==> run_1/metal_stack.png <==
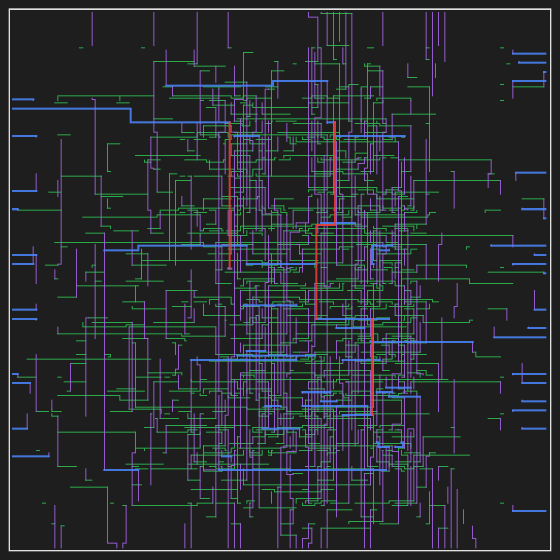
==> run_1/met1.png <==
Supply wires on this layer in grey.
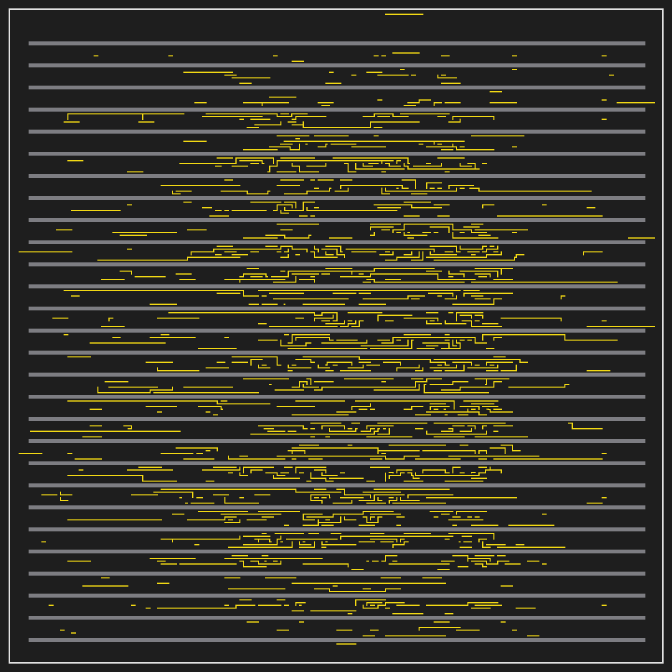
==> run_1/cell_classes.png <==
Bar = 20 microns. Fill, decap, tap and diode cells in grey.
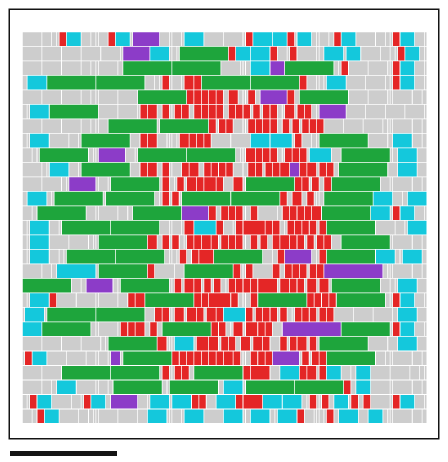
==> config.mk <==
export PLATFORM = sky130hd
export DESIGN_NAME = mysystem_pio_edge_flat
export DESIGN_NICKNAME = d
export VERILOG_FILES = /design/src/rtl/mysystem_pio_edge_if.sv /design/src/rtl/mysystem_pio_edge.sv /design/src/flat_wrapper.sv
export SDC_FILE = /design/constraint.sdc
export NUM_CORES = 1
export LEC_CHECK = 0
export ABC_AREA = 1
export CAP_MARGIN = 5
export CORE_MARGIN = 2
export CORE_UTILIZATION = 49
export DETAILED_ROUTE_END_ITERATION = 10
export GPL_ROUTABILITY_DRIVEN = 0
export GPL_TIMING_DRIVEN = 0
export PLACE_DENSITY = 0.86
export SYNTH_ARGS = -nofsm -noshare
export SYNTH_HDL_FRONTEND = slang
export SYNTH_SLANG_ARGS = --single-unit
==> constraint.sdc <==
create_clock -name clk -period 5.8 [get_ports clk]
set_input_delay 0.87 -clock clk [delete_from_list [all_inputs] [get_ports clk]]
set_output_delay 0.87 -clock clk [all_outputs]
set_load 0.02 [all_outputs]
==> flow_metrics.py <==
# Synthesis and PnR figures
metrics = {
    "synth": {
        "ys_sh_simple_pct": 23.8,
        "ys_area_sq_um": 2850,
        "top_cells_by_count": "nand2_1, dfrtp_1, inv_1",
        "top_logic_kind": "simple AND/OR/NAND/NOR gates",
        "ys_seq_share_pct": 57.1,
        "ys_ff": 65,
        "synth_cell_type_count": 18,
        "syn_avg_cell_area_sq_um": 8.51,
        "edf_count": 0,
        "yosys_warnings": 0,
        "synthTopCellsByArea": "dfrtp_1, nand2_1, buf_4, inv_1, nor2_1",
        "synthArstFlopShare_pct": 100,
        "ys_sh_aoi_pct": 4.74,
        "ys_sh_adder_pct": 0,
        "synth-xor-area-share_pct": 0,
        "top_cell_area_share_pct": 57.1,
        "syn_inst": 335,
        "synthFlopType": "dfrtp_1",
        "ys_cells": 335,
    },
    "worst_hold_path": {
        "worstHoldPathCells": 0,
        "holdCritPathClass": "reg -> reg",
    },
    "die": {
        "chip_area_sq_um": 6440,
        "die_h_microns": 80.3,
        "num_io_pins": 96,
        "nWellTaps": 72,
        "initCoreUtil_pct": 51.1,
        "die_w_microns": 80.3,
    },
    "cells_and_area": {
        "final_common_cell": "nand2_1",
        "comb_area_sq_um": 905,
        "drive_above_1_share_pct": 13.3,
        "clkbuf_count": 11,
        "buffer_area_share_pct": 18.9,
        "num_antenna_cells": 0,
        "seq_area_sq_um": 1630,
        "mostFrequentLayoutCells": "nand2_1, dfrtp_1, clkdlybuf4s50_1, inv_1, nor2_1",
        "fill_cells": 446,
        "clkCellAreaFrac_pct": 6.13,
        "syn2layout_area_growth_pct": 31.1,
        "comb_share_pct": 24.2,
        "biggestCellCategory": "flip-flops and latches",
    },
    "timing": {
        "slew_headroom_pct": 56.8,
        "final-setup-viol-count": 0,
        "tightestPinTransition_ns": 0.647,
        "fin_tns_setup_ns": 0,
        "period_used_pct": 38.5,
        "slew_violations": 0,
        "fin_skew_ns": 0.00496,
        "max_freq_ghz": 0.447,
        "hold_viol_final": 0,
        "period_needed_ns": 2.23,
    },
    "critical_path": {
        "start_kind": "flop",
        "crit_buf_inv": 1,
        "crit_path_end_kind": "output port",
        "critPathTopFamily": "buffers and inverters",
        "worstSetupPathType": "reg -> out",
        "timing.critical_path.slowest_stage_cell": "clkdlybuf4s50_1",
        "crit_arrival_ns": 1.36,
        "crit_path_max_fanout": 3,
        "path_depth": 1,
        "critPathMaxStageDelay_ns": 0.62,
        "r2r_setup_slack_ns": 4.82,
        "crit_chain": "clkdlybuf4s50_1",
    },
    "drt": {
        "drt_first_pass_iters": 5,
        "drc_errors": 0,
        "wl_met3_microns": 374,
        "drt_iter0_markers": 202,
        "wl_met1_microns": 2480,
        "antenna_left": 0,
        "maxUsedRoutingLayer": "met4",
    },
    "clock_tree": {
        "clk_pin_slew_ns": 0.07,
        "worstSkewPairLatency_ns": 0.35,
        "clockBufferDepth": 2,
        "h-tree-depth": 3,
        "post_cts_resized": 0,
        "ctsHoldBuffers": 0,
    },
    "global_route": {
        "overflow": 0,
        "grt_busiest_layer": "met2",
        "gr-usage-met2_pct": 31.6,
        "grt_pass1_vias": 2162,
        "grt_max_degree": 36,
        "antenna_found_initial": 0,
        "met3_usage_pct": 5.51,
    },
    "job": {
        "maxCapViolCount": 0,
        "tool_warnings": 50,
    },
    "power": {
        "power.density_nw_per_um2": 326,
        "ir_drop_v": 0.000191,
        "p_leak_nw": 2.05,
    },
    "place": {
        "dp_slack_ns": 3.34,
    },
    "status": {
        "outcome": "finished, final reports clean",
    },
}
Notes on metal_stack.png above:
- green: met1 (wire length 2,480 microns)
- red: met4 (wire length 68.0 microns)
- blue: met3 (wire length 375 microns)
- purple: met2 (wire length 2,940 microns)
WL final: 5870 microns
WL/cell: 11.9 microns
vias: 2,233
gr usage total: 20.0%

Notes on met1.png above:
- share of all routed wire: 42%
- main direction: horizontal
met1 Use GR: 24.7%

Notes on cell_classes.png above:
- red: all other logic (cells 265; share of their area 30%)
- purple: clock drivers and dummy loads (cells 16; share of their area 6.3%)
- green: flops (cells 65; share of their area 45%)
- cyan: other buffers and delay cells (cells 75; share of their area 19%)
final instance area: 3740 sq um
core area: 5570 sq um
post-layout util: 67.0%
sequential portion of the cell area: 43.5%
# rows: 27

[run 1: cells by family (layout without fill, tap and decap cells)]
logic type / count (synthesis) / count (layout)
compound gates: 27 / 27
buf+inv: 76 / 139
flops: 65 / 65
other cells: 1 / 24
simple gates: 166 / 166
[run 1: per-stage QoR]
step	util [%]	cells	instance area, sq um	total power, mW
2_1_floorplan	-	358	2940	0.683
3_3_place_gp	62.6	476	3490	0.782
3_5_place_dp	62.9	477	3510	0.792
4_1_cts	67.0	493	3740	1.23
5_1_grt	67.0	493	3740	1.27
6_report	67.0	493	3740	1.22
[run 1: where the power goes]
group / switching, mW / internal [mW]
logic: 0.134 / 0.110
clock network: 0.168 / 0.264
registers: 0.0365 / 0.507
Power and IR drop assume default switching activity.
